$ cat src/rtl/tx_scheduler_rr.sv
// Round-robin transmit scheduler. It keeps eligible, busy and pending state
// for each queue and issues one request per pick through a PIPELINE-deep
// arbitration path into a registered valid/ready output. An op table tracks
// the outstanding requests, and the tag of each request is its op-table index.
module tx_scheduler_rr #(
    parameter int LEN_WIDTH         = 16,
    parameter int REQ_TAG_WIDTH     = 8,
    parameter int OP_TABLE_SIZE     = 16,
    parameter int QUEUE_INDEX_WIDTH = 6,
    parameter int PIPELINE          = 2
) (
    input  logic                         clk,
    input  logic                         rst,
    output logic [QUEUE_INDEX_WIDTH-1:0] m_axis_tx_req_queue,
    output logic [REQ_TAG_WIDTH-1:0]     m_axis_tx_req_tag,
    output logic                         m_axis_tx_req_valid,
    input  logic                         m_axis_tx_req_ready,
    input  logic [LEN_WIDTH-1:0]         s_axis_tx_req_status_len,
    input  logic [REQ_TAG_WIDTH-1:0]     s_axis_tx_req_status_tag,
    input  logic                         s_axis_tx_req_status_valid,
    input  logic [QUEUE_INDEX_WIDTH-1:0] s_axis_doorbell_queue,
    input  logic                         s_axis_doorbell_valid,
    input  logic                         enable,
    output logic                         active
);

    localparam int NQ       = 2 ** QUEUE_INDEX_WIDTH;
    localparam int OP_IDX_W = (OP_TABLE_SIZE > 1) ? $clog2(OP_TABLE_SIZE) : 1;

    // Per-queue scheduling state
    logic [NQ-1:0]                r_eligible;
    logic [NQ-1:0]                r_busy;
    logic [NQ-1:0]                r_pending;
    logic [NQ-1:0]                w_eligible_nxt;
    logic [NQ-1:0]                w_busy_nxt;
    logic [NQ-1:0]                w_pending_nxt;
    logic [QUEUE_INDEX_WIDTH-1:0] r_rr_ptr;

    // Op table: one entry per outstanding request
    logic [OP_TABLE_SIZE-1:0]     r_op_used;
    logic [OP_TABLE_SIZE-1:0]     w_op_used_nxt;
    logic [QUEUE_INDEX_WIDTH-1:0] r_op_queue [OP_TABLE_SIZE];

    // Arbitration results
    logic                         w_arb_hit_hi;
    logic [QUEUE_INDEX_WIDTH-1:0] w_arb_q_hi;
    logic                         w_arb_hit_any;
    logic [QUEUE_INDEX_WIDTH-1:0] w_arb_q_any;
    logic                         w_free_hit;
    logic [OP_IDX_W-1:0]          w_free_idx;
    logic                         w_adv;
    logic                         w_pick;
    logic [QUEUE_INDEX_WIDTH-1:0] w_pick_q;
    logic [REQ_TAG_WIDTH-1:0]     w_pick_tag;

    // Completion decode
    logic [OP_IDX_W-1:0]          w_cpl_idx;
    logic                         w_cpl_ok;
    logic [QUEUE_INDEX_WIDTH-1:0] w_cpl_q;
    logic                         w_cpl_again;

    // Arbitration pipeline and output register
    logic                         r_vld_p   [PIPELINE];
    logic [QUEUE_INDEX_WIDTH-1:0] r_queue_p [PIPELINE];
    logic [REQ_TAG_WIDTH-1:0]     r_tag_p   [PIPELINE];
    logic                         r_out_valid;
    logic [QUEUE_INDEX_WIDTH-1:0] r_out_queue;
    logic [REQ_TAG_WIDTH-1:0]     r_out_tag;
    logic                         w_out_valid_nxt;
    logic                         r_active;

    assign m_axis_tx_req_valid = r_out_valid;
    assign m_axis_tx_req_queue = r_out_queue;
    assign m_axis_tx_req_tag   = r_out_tag;
    assign active              = r_active;

    // Round-robin search: the lowest eligible queue above the pointer, else the lowest eligible queue overall
    always_comb begin
        w_arb_hit_hi  = 1'b0;
        w_arb_q_hi    = '0;
        w_arb_hit_any = 1'b0;
        w_arb_q_any   = '0;
        for (int i = NQ - 1; i >= 0; i--) begin
            if (r_eligible[i]) begin
                w_arb_hit_any = 1'b1;
                w_arb_q_any   = QUEUE_INDEX_WIDTH'(i);
                if (i > int'(r_rr_ptr)) begin
                    w_arb_hit_hi = 1'b1;
                    w_arb_q_hi   = QUEUE_INDEX_WIDTH'(i);
                end
            end
        end
    end

    // Lowest free op-table entry; a search from the top down leaves the lowest index
    always_comb begin
        w_free_hit = 1'b0;
        w_free_idx = '0;
        for (int i = OP_TABLE_SIZE - 1; i >= 0; i--) begin
            if (!r_op_used[i]) begin
                w_free_hit = 1'b1;
                w_free_idx = OP_IDX_W'(i);
            end
        end
    end

    // Pick qualification; the whole arbitration path moves only when the output can take a new word
    always_comb begin
        w_adv      = !r_out_valid || m_axis_tx_req_ready;
        w_pick     = enable && w_free_hit && w_adv && w_arb_hit_any;
        w_pick_q   = w_arb_hit_hi ? w_arb_q_hi : w_arb_q_any;
        w_pick_tag = '0;
        w_pick_tag[OP_IDX_W-1:0] = w_free_idx;
    end

    // Completion decode; out-of-range tags and tags of free entries are dropped
    always_comb begin
        w_cpl_idx   = s_axis_tx_req_status_tag[OP_IDX_W-1:0];
        w_cpl_ok    = s_axis_tx_req_status_valid
                      && (int'(s_axis_tx_req_status_tag) < OP_TABLE_SIZE)
                      && r_op_used[w_cpl_idx];
        w_cpl_q     = r_op_queue[w_cpl_idx];
        w_cpl_again = (s_axis_tx_req_status_len != '0);
    end

    // Per-queue next state: a pick, a completion and a doorbell can all arrive in one cycle
    always_comb begin
        w_eligible_nxt = r_eligible;
        w_busy_nxt     = r_busy;
        w_pending_nxt  = r_pending;
        for (int i = 0; i < NQ; i++) begin
            logic db_hit;
            logic cpl_hit;
            logic pick_hit;
            db_hit   = s_axis_doorbell_valid && (int'(s_axis_doorbell_queue) == i);
            cpl_hit  = w_cpl_ok && (int'(w_cpl_q) == i);
            pick_hit = w_pick && (int'(w_pick_q) == i);
            if (pick_hit) begin
                w_eligible_nxt[i] = 1'b0;
                w_busy_nxt[i]     = 1'b1;
            end
            if (cpl_hit) begin
                // A doorbell in the same cycle counts as pending
                w_busy_nxt[i]    = 1'b0;
                w_pending_nxt[i] = 1'b0;
                if (w_cpl_again || r_pending[i] || db_hit) begin
                    w_eligible_nxt[i] = 1'b1;
                end
            end else if (db_hit) begin
                if (r_busy[i] || pick_hit) begin
                    w_pending_nxt[i] = 1'b1;
                end else begin
                    w_eligible_nxt[i] = 1'b1;
                end
            end
        end
    end

    // Op-table occupancy: a completion frees its entry and a pick allocates a different one
    always_comb begin
        w_op_used_nxt = r_op_used;
        if (w_cpl_ok) begin
            w_op_used_nxt[w_cpl_idx] = 1'b0;
        end
        if (w_pick) begin
            w_op_used_nxt[w_free_idx] = 1'b1;
        end
        w_out_valid_nxt = w_adv ? r_vld_p[PIPELINE-1] : r_out_valid;
    end

    // Queue state, op table and round-robin pointer registers
    always_ff @(posedge clk or negedge rst) begin
        if (!rst) begin
            r_eligible <= '0;
            r_busy     <= '0;
            r_pending  <= '0;
            r_op_used  <= '0;
            r_rr_ptr   <= '1;
            for (int i = 0; i < OP_TABLE_SIZE; i++) begin
                r_op_queue[i] <= '0;
            end
        end else begin
            r_eligible <= w_eligible_nxt;
            r_busy     <= w_busy_nxt;
            r_pending  <= w_pending_nxt;
            r_op_used  <= w_op_used_nxt;
            if (w_pick) begin
                r_rr_ptr               <= w_pick_q;
                r_op_queue[w_free_idx] <= w_pick_q;
            end
        end
    end

    // Arbitration pipeline stages; they shift together whenever the output advances
    always_ff @(posedge clk or negedge rst) begin
        if (!rst) begin
            for (int k = 0; k < PIPELINE; k++) begin
                r_vld_p[k]   <= 1'b0;
                r_queue_p[k] <= '0;
                r_tag_p[k]   <= '0;
            end
        end else if (w_adv) begin
            r_vld_p[0]   <= w_pick;
            r_queue_p[0] <= w_pick_q;
            r_tag_p[0]   <= w_pick_tag;
            for (int k = 1; k < PIPELINE; k++) begin
                r_vld_p[k]   <= r_vld_p[k-1];
                r_queue_p[k] <= r_queue_p[k-1];
                r_tag_p[k]   <= r_tag_p[k-1];
            end
        end
    end

    // Output register; queue and tag change only when a new request is loaded
    always_ff @(posedge clk or negedge rst) begin
        if (!rst) begin
            r_out_valid <= 1'b0;
            r_out_queue <= '0;
            r_out_tag   <= '0;
        end else if (w_adv) begin
            r_out_valid <= r_vld_p[PIPELINE-1];
            if (r_vld_p[PIPELINE-1]) begin
                r_out_queue <= r_queue_p[PIPELINE-1];
                r_out_tag   <= r_tag_p[PIPELINE-1];
            end
        end
    end

    // Activity flag, computed from next-state values so it matches the registered state
    always_ff @(posedge clk or negedge rst) begin
        if (!rst) begin
            r_active <= 1'b0;
        end else begin
            r_active <= (|w_eligible_nxt) || (|w_op_used_nxt) || w_out_valid_nxt;
        end
    end

endmodule

$ cat config.mk
export PLATFORM = sky130hd
export DESIGN_NAME = tx_scheduler_rr
export DESIGN_NICKNAME = d
export VERILOG_FILES = /design/src/rtl/tx_scheduler_rr.sv
export SDC_FILE = /design/constraint.sdc
export NUM_CORES = 1
export LEC_CHECK = 0
export ABC_AREA = 1
export CAP_MARGIN = 40
export CORE_UTILIZATION = 50
export CTS_CLUSTER_SIZE = 8
export DETAILED_ROUTE_END_ITERATION = 8
export PLACE_DENSITY = 0.74
export SYNTH_ARGS = -nofsm -noshare
export SYNTH_HDL_FRONTEND = slang
export SYNTH_SLANG_ARGS = --single-unit
$ cat constraint.sdc
create_clock -name clk -period 5.25 [get_ports clk]
set_input_delay 1.05 -clock clk [delete_from_list [all_inputs] [get_ports clk]]
set_output_delay 1.05 -clock clk [all_outputs]
set_load 0.02 [all_outputs]
==> run notes, run 1 <==
flow finished, numbers: count of library flops with an enable pin 0, Post-synth seq share between 40% and 50%, ys flops between 300 and 400, Inserted Clock Buffers about 49, area delta synth->final 30.2%, initial drt markers ~2400, CTS tree yes, buffers and inverters on the worst path 6, cell type with the largest total area dfrtp_1, Arr. time, crit path 6.21 ns, max_cap viols 0, FF+latch area ~8600 um2, Worst EP required about 5.7 ns, Syn. warnings 0, Main area contributors dfrtp_1 (44%), nand2_1 (17%), inv_1 (10%), o21ai_0 (7.1%), nor2_1 (6.6%), pre-CTS setup slack -0.483 ns, Tmin final between 5 and 6 ns, Combinational Area 9190 um2, layout cells sized above 1 roughly a fifth, remaining antenna violation count 0, clk sink count about 340, clk_skew around 0.019 ns, Max Slew Vio Count 0, antenna violations before repair 0, Final Hold Fails 0, Post-CTS Setup Bufs 10, post-synthesis cell count roughly 2800, count of final setup violators 25, Setup WS post-layout -0.495 ns, Insertion Delay late pin 0.58 ns, DRC 0, port buffer count 47, Pwr Total between 10 and 15 mW, Setup CP Type reg2reg, die area 39300 um2, slowest library cell on the worst path dfstp_2, leakage approximately 13 nW, reg2reg path depth about 75, # fillers between 3000 and 4000, Hold Buf Count CTS 0, top fanout value on the critical path 8, Top-area cell share about 44%, yosys stat chip area 19300 um2, global-route wire length before repair between 100000 and 150000 um, Mapped Area ~19000 um2, Most used DFF post-synth dfrtp_1, clk slew on worst S/H paths 0.05 ns, CP delay by family, top simple AND/OR/NAND/NOR gates, largest net degree at the start of global routing 106, RSZ-0062 raised after global routing true, fmax about 170 MHz, number of global-route vias before repair between 15000 and 20000, CTS root buf clkbuf_16, drt pass-1 iters 9, H-tree Lvls 2, Slew headroom between 40% and 50%, Final Cycle Share 109%, terminus of the critical flop-to-flop path active, Worst Setup End Kind flip-flop, clock buffer depth 3, io pins approximately 52, Nets between 3000 and 4000, synthesized area per cell slightly below 7 um2, HP Class in2async, # Cells Yosys between 2000 and 3000, worst slew pin tran ~0.90 ns, Post-synth ARST share 100%, count of different cell masters after synthesis approximately 52, Fin Hold WS around 0.46 ns, r2r setup slk -0.49 ns, CP max stage delay 0.61 ns, power per cell area 433 nW/um2, Core Density at Floorplan just over 50%, failing checks negative setup slack, grt ovf 0, Critical path origin r_rr_ptr[4], status finished, violations left, Post-DP HPWL about 52000 um, total tool warning count 30, most used cell, CP nand2_1, CTS resizes 36, ant diodes 0, routed vias/inst between 5 and 6, startpoint types flip-flop, placer's final routability congestion estimate 0.964, RR Startpoint r_rr_ptr[4]
==> run 1: sequential cells by signal, indices dropped and copies added, names as in the netlist, 2 cells and up <==
name	flops
r_queue_p	12
r_rr_ptr	6
m_axis_tx_req_tag	4
r_busy	64
r_op_used	16
r_vld_p	2
r_op_queue	96
r_tag_p	8
r_eligible	64
m_axis_tx_req_queue	6
r_pending	64
==> run 1: cell usage in the layout, fill, tap and decap left out, types with 8 or more instances in the layout <==
cell type,netlist,routed
a21oi_1,72,50
a21oi_2,0,17
a22oi_1,29,28
a31oi_1,8,8
a32oi_1,9,9
buf_12,0,13
buf_4,6,251
buf_6,2,51
clkbuf_16,0,52
clkdlybuf4s50_1,0,46
clkinv_1,8,8
dfrtp_1,338,338
inv_1,527,509
inv_2,1,15
nand2_1,854,761
nand2_2,2,89
nand3_1,90,58
nand3_2,2,19
nand3_4,1,16
nand4_1,43,43
nor2_1,337,306
nor2_2,3,25
nor2_4,2,11
nor3_1,51,46
nor4_1,20,20
o21ai_0,274,260
o21ai_1,3,13
o22ai_1,10,10
o31ai_1,11,11
==> run 1: synth_stat cells, drive strengths merged (2+ instances only) <==
cell,instances
mux2,4
o311ai,3
and2,2
a21oi,72
a22o,7
a211oi,3
o22ai,10
a21boi,2
nand3b,2
dfstp,6
nor2,342
inv,528
nand4,43
a22oi,29
o21bai,3
a31oi,8
buf,13
nor3,51
o21ai,277
o31ai,11
o211ai,7
a311oi,2
nand3,93
nor4,20
nand2,856
a32oi,10
clkbuf,57
clkinv,8
o221ai,4
or3,2
dfrtp,338
==> run 1: area by class of cell <==
type	instances	area share, %
clock inverter	2	0.0549
multi-input combinational	1875	36.6
clock buffer	55	5.19
sequential	344	34.4
tap	511	2.55
timing repair buffer	368	13.1
inverter	536	8.06
==> run 1: cells by family after synthesis <==
| group | synth area share [%] |
|---|---|
| simple gates | 29.7 |
| flops | 44.7 |
| other cells | 0.0195 |
| buf+inv | 12.0 |
| compound gates | 13.3 |
| mux | 0.234 |
==> run 1: how the worst max path moves through the flow <==
stage / end / slack, ns / cells past startpoint
after detailed placement: active / -0.48 / 77
after global routing: active / -1.28 / 79
final: active / -0.49 / 75
after floorplan: active / 0.36 / 76
after global placement: active / -0.49 / 71
after CTS: active / -0.35 / 77
==> run 1: routing by layer <==
metal  wire (um)  track usage [%]  vias to the layer above
met2       30500             53.1                     1179
li1            -                -                     9521
met1       29500             49.7                     9780
met4        3320             15.8                        0
met3        8890             10.5                      231
met5           0                0                        -
==> run 1: metrics by stage <==
step / utilization, % / cells / setup TNS, ns / instance area (um2)
2_1_floorplan: - / 2825 / 0 / 19300
3_3_place_gp: 59.3 / 3595 / -0.893 / 22400
3_5_place_dp: 59.3 / 3595 / -0.637 / 22400
4_1_cts: 63.4 / 3664 / -0.635 / 23900
5_1_grt: 66.4 / 3691 / -130.08 / 25100
6_report: 66.4 / 3691 / -2.46 / 25100
==> run 1: power by group <==
part	internal (mW)	total (mW)	switching, mW
registers	3.14	3.42	0.279
clock network	1.71	2.84	1.13
logic	1.58	4.61	3.02
total	6.43	10.9	4.43
**Run 1: floorplan with the power grid**

Pins as bars on the die edge.
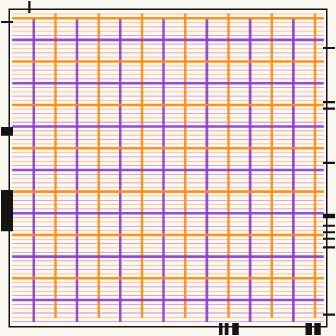
[purple] VSS
[orange] VDD
signal pins: 52
met5 straps: 14
rows: 71
met4 straps: 14
Peak supply drop: 0.467 mV
Die Y: 198 um
Core Box Area: 37800 um2
Die W: 198 um

**Run 1: placed cells, one color a class**

The bar under the picture is 50 um long.
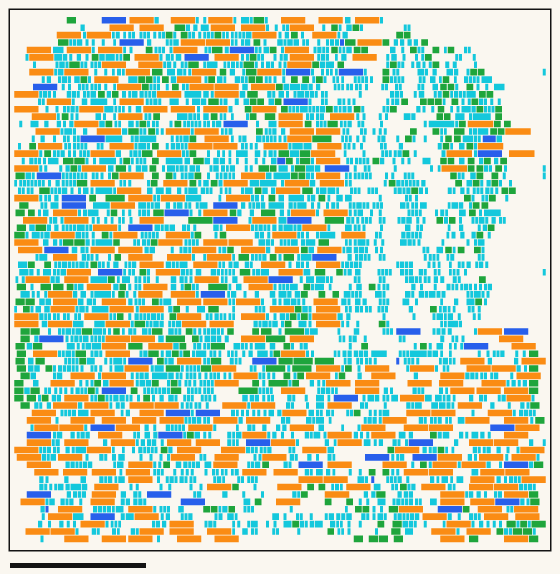
[cyan] combinational and other logic | cells: 2411 | share of their area: 46%
[green] remaining buffers and delay cells | cells: 368 | share of their area: 13%
[orange] sequential cells | cells: 344 | share of their area: 35%
[blue] clock drivers and dummy loads | cells: 57 | share of their area: 5.4%
post-route cell area: 25100 um2
Util after Layout: 66.4%
row count: 71
sequential fraction of total cell area: 34.4%

**Run 1: clock network drawn from the DEF**

The bar under the picture is 50 um long.
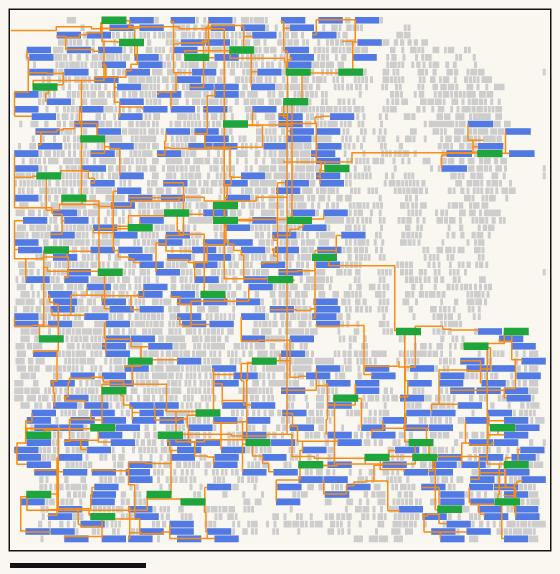
[green] clock drivers | count: 49
[blue] flip-flops | count: 344
[orange] clock wires | length: 4770 um
flops lie: spread over the die

**Run 1: metal layers overlaid**

Only two layers are drawn.
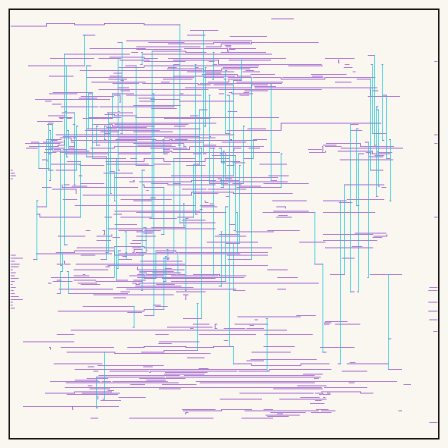
[purple] metal 3 | wire length: 8890 um
[cyan] metal 4 | wire length: 3320 um
Routed WL: 72200 um
GRT Util Overall: 36.3%
via count: 20700
Routed WL per cell: 19.6 um

**Run 1: clock nets**

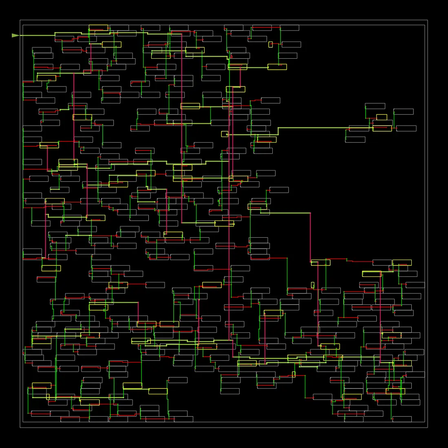

## Run 2: what changed since run 1
--- a/config.mk
+++ b/config.mk
@@ -7,10 +7,10 @@
 export LEC_CHECK = 0
 export ABC_AREA = 1
 export CAP_MARGIN = 40
-export CORE_UTILIZATION = 50
+export CORE_UTILIZATION = 40
 export CTS_CLUSTER_SIZE = 8
 export DETAILED_ROUTE_END_ITERATION = 8
-export PLACE_DENSITY = 0.74
+export PLACE_DENSITY = 0.63
 export SYNTH_ARGS = -nofsm -noshare
 export SYNTH_HDL_FRONTEND = slang
 export SYNTH_SLANG_ARGS = --single-unit
**Run 2: clock nets**

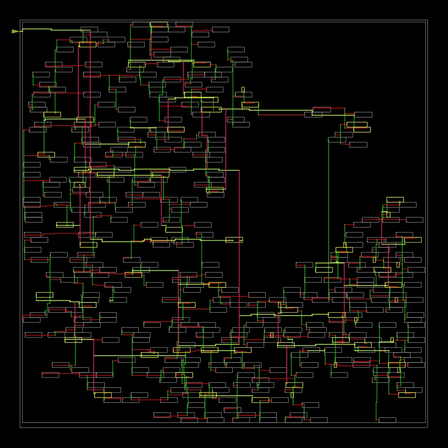
CLK BUF: 61
clock-net power: 2.94 mW

**Run 2: placed cells, one color a class**

The bar under the picture is 50 um long.
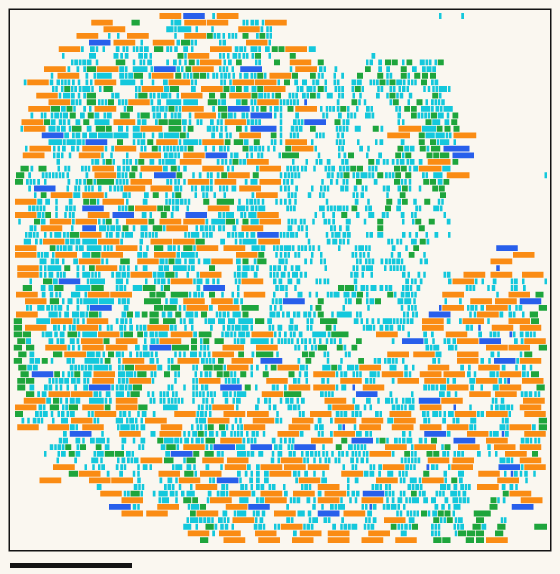
Core Box Area: 47600 um2
sequential fraction of total cell area: 33.7%
post-route cell area: 25600 um2

==> run notes, run 2 <==
flow finished, numbers: status finished, violations left, failing checks negative setup slack, Final Hold Fails 0, Peak supply drop ~0.32 mV, Nets ~3200, placed insts between 3000 and 4000, most frequent cells in the layout nand2_1 (742), inv_1 (487), dfrtp_1 (338), Syn. warnings 0, Main area contributors dfrtp_1 (44%), nand2_1 (17%), inv_1 (10%), o21ai_0 (7.1%), nor2_1 (6.6%), antenna violations before repair 0, max_cap viols 0, GRT Util Overall 28.5%, cell type with the largest total area dfrtp_1, Top-area cell share between 40% and 50%, count of different cell masters after synthesis 52, power per cell area ~430 nW/um2, drt pass-1 iters 6, Post-synth seq share 44.7%, HP Class reg2reg, # Cells Yosys 2822, placer's final routability congestion estimate between 0.9 and 1, CP max stage delay 0.63 ns, Inserted Clock Buffers ~49, grt ovf 0, Die Y 221 um, Top reg by flops r_op_queue, row count 80, count of library flops with an enable pin 0, remaining antenna violation count 0, Commonest cells post-synth nand2_1 (854), inv_1 (527), dfrtp_1 (338), nor2_1 (337), o21ai_0 (274), Post-Layout Cell Count ~3800, ys flops roughly 340, most used cell, CP nand2_1, layout cells sized above 1 approximately a fifth, top fanout value on the critical path 6, via count ~20000, Slew headroom around 34%, H-tree Lvls 2, global-route wire length before repair 108000 um, Routed WL per cell between 15 and 20 um, Post-DP HPWL slightly above 50000 um, fmax between 150 and 200 MHz, area delta synth->final 32.7%, routed vias/inst around 5.3, DRC 0, Arr. time, crit path between 6 and 7 ns, io pins about 52, die area roughly 50000 um2, setup_tns -2.23 ns, yosys stat chip area between 15000 and 20000 um2, clk sink count about 340, Most used DFF post-synth dfrtp_1, clk slew on worst S/H paths 0.06 ns, post-synthesis cell count approximately 2800, count of final setup violators 23, most numerous cell in the Yosys netlist nand2_1, synthesized area per cell approximately 6.8 um2, Setup CP Type reg2reg, CTS tree yes, total tool warning count 32, worst slew pin tran approximately 1 ns, Fin Hold WS 0.466 ns, initial drt markers roughly 1800, Insertion Delay late pin about 0.60 ns, clock buffer depth 3, Mapped Area between 15000 and 20000 um2, Core Density at Floorplan ~40%, # fillers approximately 4500, Setup WS post-layout -0.467 ns, startpoint types flip-flop, Die W ~220 um, most common logic cell in the routed design nand2_1, Worst EP required around 5.7 ns, number of global-route vias before repair around 20000, leakage between 10 and 15 nW, Max Slew Vio Count 0, Routed WL around 71000 um, Post-synth ARST share 100%, CTS root buf clkbuf_16, Tmin final 5.72 ns, Largest register FFs ~96, ant diodes 0, RSZ-0062 raised after global routing true, clk_skew between 0.02 and 0.025 ns, Pwr Total about 11 mW, port buffer count 47, Worst Setup End Kind flip-flop, slowest library cell on the worst path dfstp_2, Final Cycle Share 109%, post-placement cell area ~23000 um2, largest net degree at the start of global routing ~110
## run 2: cell counts after synthesis
No cell type changed its count.
## run 2: report_power, final
part / total, mW / internal, mW / leakage (nW) / switching (mW)
Sequential: 3.41 / 3.14 / 4.12 / 0.267
Clock: 2.94 / 1.73 / 0.654 / 1.21
Combinational: 4.73 / 1.74 / 8.07 / 2.99
Total: 11.1 / 6.60 / 12.8 / 4.47
## run 2: layer usage
metal / share of wire, % / GRT usage, % / vias to the layer above
li1: - / - / 9547
met4: 5.5 / 13.8 / 0
met5: 0 / 0 / -
met3: 8.2 / 5.23 / 222
met1: 42 / 38.3 / 9663
met2: 44 / 44.6 / 864
## run 2: area by class of cell
cell class / count / area [um2] / share of cell area (%)
clock buffer: 61 / 1270 / 4.97
clock inverter: 4 / 81.3 / 0.318
inverter: 536 / 2020 / 7.90
multi-input combinational: 1875 / 9380 / 36.7
sequential: 344 / 8620 / 33.7
tap: 615 / 769 / 3.01
timing repair buffer: 380 / 3430 / 13.4
## run 2: cell families after synthesis
group	count (synthesis)	synth area share, %
other	1	0.0195
AOI/OAI and AO/OA	454	13.3
and+or+nand+nor	1413	29.7
muxes	4	0.234
DFF	344	44.7
buffers and inverters	606	12.0
## run 2: stage by stage
step | util (%) | setup slack (ns)
floorplan | - | 0.360
global placement | 47.3 | -0.667
detailed placement | 47.3 | -0.533
CTS | 50.6 | -0.358
global route | 53.7 | -1.15
finish | 53.7 | -0.467
## run 2: worst paths after layout
kind	start	to	slack [ns]	cells after the start
setup reg to reg	r_rr_ptr[3]	active	-0.47	77
hold / removal	r_pending[40]	r_pending[40]	0.47	2
hold reg to reg	r_pending[40]	r_pending[40]	0.47	2
max in group asynchronous	rst	r_pending[52]	3.52	2
setup / recovery	r_rr_ptr[3]	active	-0.47	77
min in group asynchronous	rst	r_tag_p[9]	0.49	1
## run 2: repair_timing
action	CTS	global route
gates resized	36	384
hold endpoints to repair	0	0
hold buffers	0	0
endpoints found under the setup margin	83	211
pin swaps	15	91
buffers inserted	16	48
cloned	0	0
## run 2: critical path: cells and delay by family, from the launching register on
kind / cells / cell delay, ns
and+or+nand+nor: 74 / 4.45
DFF: 1 / 0.63
buffers and inverters: 2 / 0.26
AOI/OAI and AO/OA: 1 / 0.21
No activity file was given, so power comes from the tool's default toggle rates.
